File: config.mk
export PLATFORM = sky130hd
export DESIGN_NAME = gpio_out_seq_flat
export DESIGN_NICKNAME = d
export VERILOG_FILES = /design/src/rtl/gpio_out_seq_pkg.sv /design/src/rtl/gpio_out_seq_if.sv /design/src/rtl/gpio_seq_fifo.sv /design/src/rtl/gpio_out_seq.sv /design/src/flat_wrapper.sv
export SDC_FILE = /design/constraint.sdc
export NUM_CORES = 1
export LEC_CHECK = 0
export CORE_ASPECT_RATIO = 1.1
export CORE_UTILIZATION = 45
export DETAILED_ROUTE_END_ITERATION = 12
export MAX_ROUTING_LAYER = met4
export PLACE_DENSITY = 0.6
export SLEW_MARGIN = 10
export SYNTH_ARGS = -nofsm -noshare
export SYNTH_HDL_FRONTEND = slang
export SYNTH_HIERARCHICAL = 1
export SYNTH_SLANG_ARGS = --single-unit
File: constraint.sdc
create_clock -name clk -period 14.6 [get_ports clk]
set_clock_uncertainty 0.05 [all_clocks]
set_input_delay 1.46 -clock clk [delete_from_list [all_inputs] [get_ports clk]]
set_output_delay 1.46 -clock clk [all_outputs]
set_load 0.005 [all_outputs]
File: src/rtl/gpio_out_seq_pkg.sv
`default_nettype none
// +----------------------------------------------------------------------------+
// | gpio_out_seq_pkg : register map, bit positions and FSM encoding            |
// | Rev 1.0                                                                    |
// +----------------------------------------------------------------------------+
package gpio_out_seq_pkg;

  typedef logic [1:0] state_t;

  localparam logic [1:0] c_reg_data   = 2'd0;
  localparam logic [1:0] c_reg_cmd    = 2'd1;
  localparam logic [1:0] c_reg_ctrl   = 2'd2;
  localparam logic [1:0] c_reg_status = 2'd3;

  localparam int c_ctrl_run    = 0;
  localparam int c_ctrl_flush  = 1;

  localparam int c_st_empty    = 0;
  localparam int c_st_full     = 1;
  localparam int c_st_busy     = 2;
  localparam int c_st_ovf      = 3;
  localparam int c_st_cnt_lsb  = 8;

  localparam state_t c_fsm_idle  = 2'd0;
  localparam state_t c_fsm_issue = 2'd1;
  localparam state_t c_fsm_wait  = 2'd2;

endpackage
`default_nettype wire

File: src/rtl/gpio_out_seq_if.sv
`default_nettype none
// +----------------------------------------------------------------------------+
// | gpio_out_seq_if : CPU slave window into the write sequencer                |
// | Rev 1.0                                                                    |
// +----------------------------------------------------------------------------+
interface gpio_out_seq_if #(
  parameter int WIDTH = 32
) ();
  logic             cs;
  logic             wen;
  logic [1:0]       addr;
  logic [WIDTH-1:0] din;
  logic [WIDTH-1:0] dout;

  modport master (output cs, output wen, output addr, output din, input dout);
  modport slave  (input cs, input wen, input addr, input din, output dout);
endinterface
`default_nettype wire

File: src/rtl/gpio_seq_fifo.sv
`default_nettype none
// +----------------------------------------------------------------------------+
// | gpio_seq_fifo : synchronous command FIFO with push/pop/flush and count     |
// | Rev 1.0                                                                    |
// +----------------------------------------------------------------------------+
module gpio_seq_fifo #(
  parameter int DEPTH = 8,
  parameter int EW    = 50
) (
  input  wire logic                       clk,
  input  wire logic                       reset,
  input  wire logic                       i_push,
  input  wire logic                       i_pop,
  input  wire logic                       i_flush,
  input  wire logic [EW-1:0]              i_wdata,
  output logic      [EW-1:0]              o_rdata,
  output logic                            o_full,
  output logic                            o_empty,
  output logic      [$clog2(DEPTH):0]     o_count
);

  localparam int AW = $clog2(DEPTH);

  logic [EW-1:0] r_mem [DEPTH];
  logic [AW-1:0] r_wptr;
  logic [AW-1:0] r_rptr;
  logic [AW:0]   r_count;
  logic          w_push;
  logic          w_pop;

  // full is taken from the registered count, so a same-cycle pop never frees room
  assign o_full  = (r_count == (AW+1)'(DEPTH));
  assign o_empty = (r_count == '0);
  assign o_count = r_count;
  assign o_rdata = r_mem[r_rptr];
  assign w_push  = i_push & ~o_full  & ~i_flush;
  assign w_pop   = i_pop  & ~o_empty & ~i_flush;

  always_ff @(posedge clk or negedge reset) begin
    if (!reset) begin
      r_wptr  <= '0;
      r_rptr  <= '0;
      r_count <= '0;
    end else if (i_flush) begin
      r_wptr  <= '0;
      r_rptr  <= '0;
      r_count <= '0;
    end else begin
      if (w_push) r_wptr <= r_wptr + 1'b1;
      if (w_pop)  r_rptr <= r_rptr + 1'b1;
      case ({w_push, w_pop})
        2'b10:   r_count <= r_count + 1'b1;
        2'b01:   r_count <= r_count - 1'b1;
        default: r_count <= r_count;
      endcase
    end
  end

  always_ff @(posedge clk) begin
    if (w_push) r_mem[r_wptr] <= i_wdata;
  end

endmodule
`default_nettype wire

File: src/rtl/gpio_out_seq.sv
`default_nettype none
// +----------------------------------------------------------------------------+
// | gpio_out_seq : replays queued {port,delay,data} writes onto the GPIO bank  |
// | Rev 1.0                                                                    |
// +----------------------------------------------------------------------------+
module gpio_out_seq
  import gpio_out_seq_pkg::*;
#(
  parameter int WIDTH = 32,
  parameter int DEPTH = 8,
  parameter int DLY_W = 16
) (
  input  wire logic              clk,
  input  wire logic              reset,
  gpio_out_seq_if.slave          bus,
  output logic                   g_cs,
  output logic                   g_wen,
  output logic      [1:0]        g_addr,
  output logic      [WIDTH-1:0]  g_din,
  output logic                   done
);

  localparam int EW = 2 + DLY_W + WIDTH;
  localparam int CW = $clog2(DEPTH) + 1;

  logic [WIDTH-1:0] r_data;
  logic             r_run;
  logic             r_ovf;
  state_t           r_state;
  state_t           w_state_nxt;
  logic [DLY_W-1:0] r_cnt;
  logic [1:0]       r_last_addr;
  logic [WIDTH-1:0] r_last_din;
  logic             r_idle_entry;

  logic             w_wr, w_push, w_flush, w_pop;
  logic             w_full, w_empty;
  logic [CW-1:0]    w_count;
  logic [EW-1:0]    w_head;
  logic [1:0]       w_head_port;
  logic [DLY_W-1:0] w_head_dly;
  logic [WIDTH-1:0] w_head_data;

  assign w_wr    = bus.cs & bus.wen;
  assign w_push  = w_wr & (bus.addr == c_reg_cmd);
  assign w_flush = w_wr & (bus.addr == c_reg_ctrl) & bus.din[c_ctrl_flush];

  assign w_head_port = w_head[EW-1 -: 2];
  assign w_head_dly  = w_head[WIDTH +: DLY_W];
  assign w_head_data = w_head[WIDTH-1:0];

  gpio_seq_fifo #(.DEPTH(DEPTH), .EW(EW)) u_fifo (
    .clk     (clk),
    .reset   (reset),
    .i_push  (w_push),
    .i_pop   (w_pop),
    .i_flush (w_flush),
    .i_wdata ({bus.din[1:0], bus.din[DLY_W+1:2], r_data}),
    .o_rdata (w_head),
    .o_full  (w_full),
    .o_empty (w_empty),
    .o_count (w_count)
  );

  always_ff @(posedge clk or negedge reset) begin
    if (!reset) begin
      r_data <= '0;
      r_run  <= 1'b0;
      r_ovf  <= 1'b0;
    end else if (w_wr) begin
      case (bus.addr)
        c_reg_data: r_data <= bus.din;
        c_reg_cmd:  if (w_full) r_ovf <= 1'b1;
        c_reg_ctrl: r_run  <= bus.din[c_ctrl_run];
        default:    r_ovf  <= 1'b0;
      endcase
    end
  end

  always_comb begin
    bus.dout = '0;
    case (bus.addr)
      c_reg_data: bus.dout = r_data;
      c_reg_cmd:  if (!w_empty) bus.dout[DLY_W+1:0] = {w_head_dly, w_head_port};
      c_reg_ctrl: bus.dout[c_ctrl_run] = r_run;
      default: begin
        bus.dout[c_st_empty]           = w_empty;
        bus.dout[c_st_full]            = w_full;
        bus.dout[c_st_busy]            = (r_state != c_fsm_idle);
        bus.dout[c_st_ovf]             = r_ovf;
        bus.dout[c_st_cnt_lsb +: CW]   = w_count;
      end
    endcase
  end

  always_ff @(posedge clk or negedge reset) begin
    if (!reset) r_state <= c_fsm_idle;
    else        r_state <= w_state_nxt;
  end

  always_comb begin
    w_state_nxt = r_state;
    case (r_state)
      c_fsm_idle:  if (r_run && !w_empty) w_state_nxt = c_fsm_issue;
      // the head being issued is still counted, so another entry means count > 1
      c_fsm_issue: begin
        if (w_head_dly != '0)                     w_state_nxt = c_fsm_wait;
        else if (r_run && (w_count > CW'(1)))     w_state_nxt = c_fsm_issue;
        else                                      w_state_nxt = c_fsm_idle;
      end
      c_fsm_wait:  if (r_cnt == DLY_W'(1))
                     w_state_nxt = (r_run && !w_empty) ? c_fsm_issue : c_fsm_idle;
      default:     w_state_nxt = c_fsm_idle;
    endcase
    if (w_flush) w_state_nxt = c_fsm_idle;
  end

  always_comb begin
    g_cs   = 1'b0;
    g_wen  = 1'b0;
    g_addr = r_last_addr;
    g_din  = r_last_din;
    w_pop  = 1'b0;
    done   = r_idle_entry & w_empty;
    if (r_state == c_fsm_issue) begin
      g_cs   = 1'b1;
      g_wen  = 1'b1;
      g_addr = w_head_port;
      g_din  = w_head_data;
      w_pop  = 1'b1;
    end
  end

  always_ff @(posedge clk or negedge reset) begin
    if (!reset) begin
      r_cnt        <= '0;
      r_last_addr  <= '0;
      r_last_din   <= '0;
      r_idle_entry <= 1'b0;
    end else begin
      if (r_state == c_fsm_issue) begin
        r_cnt       <= w_head_dly;
        r_last_addr <= w_head_port;
        r_last_din  <= w_head_data;
      end else if (r_state == c_fsm_wait) begin
        r_cnt <= r_cnt - 1'b1;
      end
      // a flush-driven return to IDLE must not raise done
      r_idle_entry <= (r_state != c_fsm_idle) && (w_state_nxt == c_fsm_idle) && !w_flush;
    end
  end

endmodule
`default_nettype wire

File: src/flat_wrapper.sv
// flat-port wrapper written by rule: the top's interface ports become plain ports
module gpio_out_seq_flat import gpio_out_seq_pkg::*;
#(
  parameter int WIDTH = 32,
  parameter int DEPTH = 8,
  parameter int DLY_W = 16
)
  (clk, reset, g_cs, g_wen, g_addr, g_din, done, bus_cs, bus_wen, bus_addr, bus_din, bus_dout);
  gpio_out_seq_if #(.WIDTH(WIDTH)) bus_i ();
  input  wire logic clk;
  input  wire logic reset;
  output logic g_cs;
  output logic g_wen;
  output logic      [1:0] g_addr;
  output logic      [WIDTH-1:0] g_din;
  output logic done;
  input wire logic [$bits(bus_i.cs)-1:0] bus_cs;
  input wire logic [$bits(bus_i.wen)-1:0] bus_wen;
  input wire logic [$bits(bus_i.addr)-1:0] bus_addr;
  input wire logic [$bits(bus_i.din)-1:0] bus_din;
  output wire logic [$bits(bus_i.dout)-1:0] bus_dout;
  assign bus_i.cs = bus_cs;
  assign bus_i.wen = bus_wen;
  assign bus_i.addr = bus_addr;
  assign bus_i.din = bus_din;
  assign bus_dout = bus_i.dout;
  gpio_out_seq #(.WIDTH(WIDTH), .DEPTH(DEPTH), .DLY_W(DLY_W)) u_core (.clk(clk), .reset(reset), .bus(bus_i), .g_cs(g_cs), .g_wen(g_wen), .g_addr(g_addr), .g_din(g_din), .done(done));
endmodule
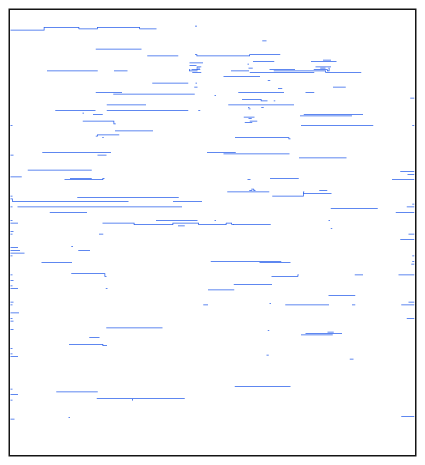
(M3 wires)
Drawn at 2 px/um.
longest straight run: 81.9 um
nets with wire on the layer: 108
share of all routed wire: 4.3%
main direction: horizontal
M3 GR Usage: 0.03139
vias: 10.14k
Routed WL: 43,940 um

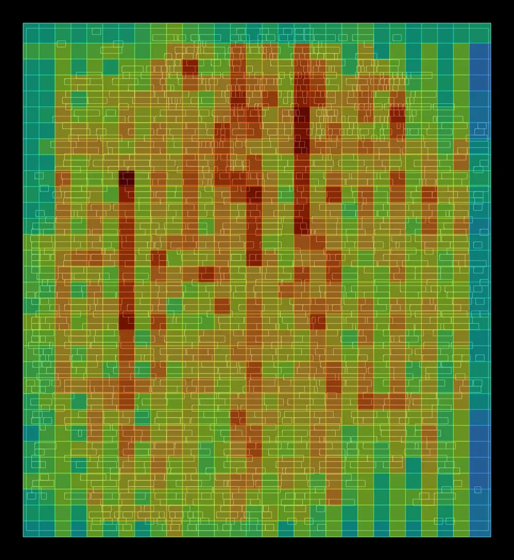
(routing congestion)
Total GRT Usage: 0.2071
gr busiest metal: met2

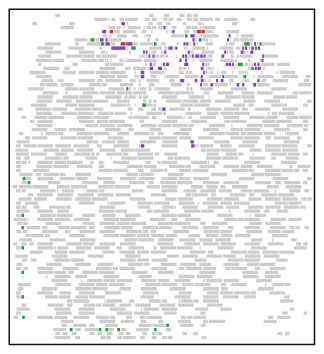
(selected gate families)
Drawn at 1.5 px/um.
| family | colour | cells |
|---|---|---|
| non-inverting ao/oa cells | red | 4 |
| and/or cells | green | 26 |
| aoi and oai cells | purple | 80 |

==> impl_metrics.ini <==
; synthesis and place-and-route metrics
[outcome]
status = finished clean

[clocking]
cts_tree = done
cts_max_path_buffers = 3
root_buffer = clkbuf_16
h-tree-depth = 2
worstSkewPairLatency_ns = 0.58

[yosys]
synth_cells = 1034
synth.top_cell.area_share = 0.6036
ys.flop_type = edfxtp_1
yosys.area.top_type = edfxtp_1
syn_avg_cell_area_um2 = 19.25
ys_cells = 1034
topCellsByArea = edfxtp_1 (60%), dfrtp_1 (12%), mux4_2 (11%)
syn_area_mm2 = 0.01990
synth_cell_type_count = 55
enable_flop_cells = 400
netlist_top_cells_count = edfxtp_1 (400), mux2_2 (117), mux4_2 (100)
synth.area.mux_share = 0.1854
ys_seq_frac = 0.7256
yosys_warnings = 6

[final_timing]
fin_tns_setup_ns = 0
fmax_mhz = 159.8
tightest_slew_ns = 1.065
hold_viol_final = 0
whs_ns = 0.4452

[pwr]
powerClk_uw = 1280
p_sw_frac = 0.2877
seq_power_uw = 1880
p_int_uw = 3139
power.density_mw_per_mm2 = 189.0
comb_power_uw = 1250
maxPowerGroup = sequential cells

[layout]
regMostFlops = u_core/u_fifo/r_mem
final-clk-cell-share = 0.07040
layout_top_cells = edfxtp_1 (400), mux2_2 (117), clkdlybuf4s50_1 (105)
inv_count = 9
drive_gt1_frac = 0.2750
finalNetCount = 1208

[min_path]
hold_end = u_core/r_last_din[17]$_DFF_PN0_
hold_depth = 1
hp-start = u_core/r_last_din[17]$_DFF_PN0_
hold_class = register to register

[place]
dpl_cell_area_mm2 = 0.02167
routabilityCongestion = 0.7995
port_buffers = 106

[run]
tool_warnings = 30
cap_violations = 0

[floorplan]
io_pins = 107
floorplan.core_util = 0.4570

[global_route]
grt_pass1_wl_um = 67010
grt_pass1_vias = 10700

[worst_setup_path]
cp.buffers_inverters = 3
crit_chain = buf_4 > buf_4 > mux4_2 > mux2_2 > a221oi_1 > a21oi_1 > clkdlybuf4s50_1
cp-end-kind = output pin
crit_required_ns = 13.09
crit_arrival_ns = 4.75
rr_startpoint = u_core/u_fifo/r_rptr[0]$_DFFE_PN0P_
reg2reg_depth = 9
cp-startpoint = u_core/u_fifo/r_rptr[0]$_DFFE_PN0P_
crit_path_end = bus_dout[11]

[routing]
drtIter0Drc = 671
vias_per_cell = 5.709
wl_per_cell_um = 24.74
drcViolationCount = 0
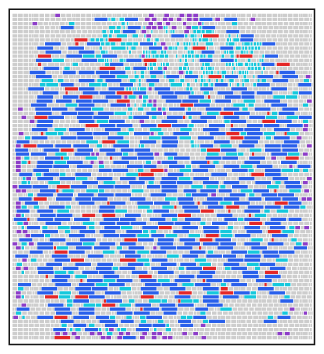
(placement by cell class)
Drawn at 1.5 px/um. Fill, decap, tap and diode cells in grey.
| class | colour | cells |
|---|---|---|
| registers | blue | 497 |
| remaining buffers and delay cells | purple | 128 |
| remaining logic cells | cyan | 480 |
| clock drivers and dummy loads | red | 95 |
post-route cell area: 0.02332 mm^2
# rows: 80
sequential cell area share: 0.6196

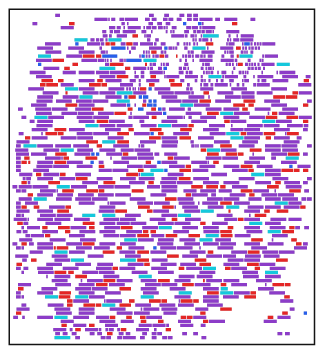
(sizing map)
Drawn at 1.5 px/um.
| size | colour | cells | most used |
|---|---|---|---|
| x1 and smaller | purple | 870 | edfxtp_1 |
| x3 and x4 | blue | 32 | buf_4 |
| x2 | red | 239 | mux2_2 |
| x6 and larger | cyan | 59 | clkbuf_16 |
setup slack after layout: 8.343 ns
Signal buffers: 128

-- logic make-up after synthesis --
group                    after synthesis
flip-flops                           497
multiplexers                         229
XOR/XNOR                               6
adder cells (fa/ha/maj)               11
AND-OR/OR-AND                         84
AND/OR/NAND/NOR                      141
buffers and inverters                 66
-- routing by layer --
| metal | share of wire | routed length, um | GRT usage | vias to the layer above |
|---|---|---|---|---|
| met5 | 0 | 0 | - | - |
| met4 | 0.022 | 988 | 0.06621 | 0 |
| met3 | 0.043 | 1900 | 0.03139 | 66 |
| met2 | 0.50 | 21860 | 0.3277 | 248 |
| met1 | 0.44 | 19190 | 0.2771 | 5409 |
| li1 | - | - | - | 4417 |
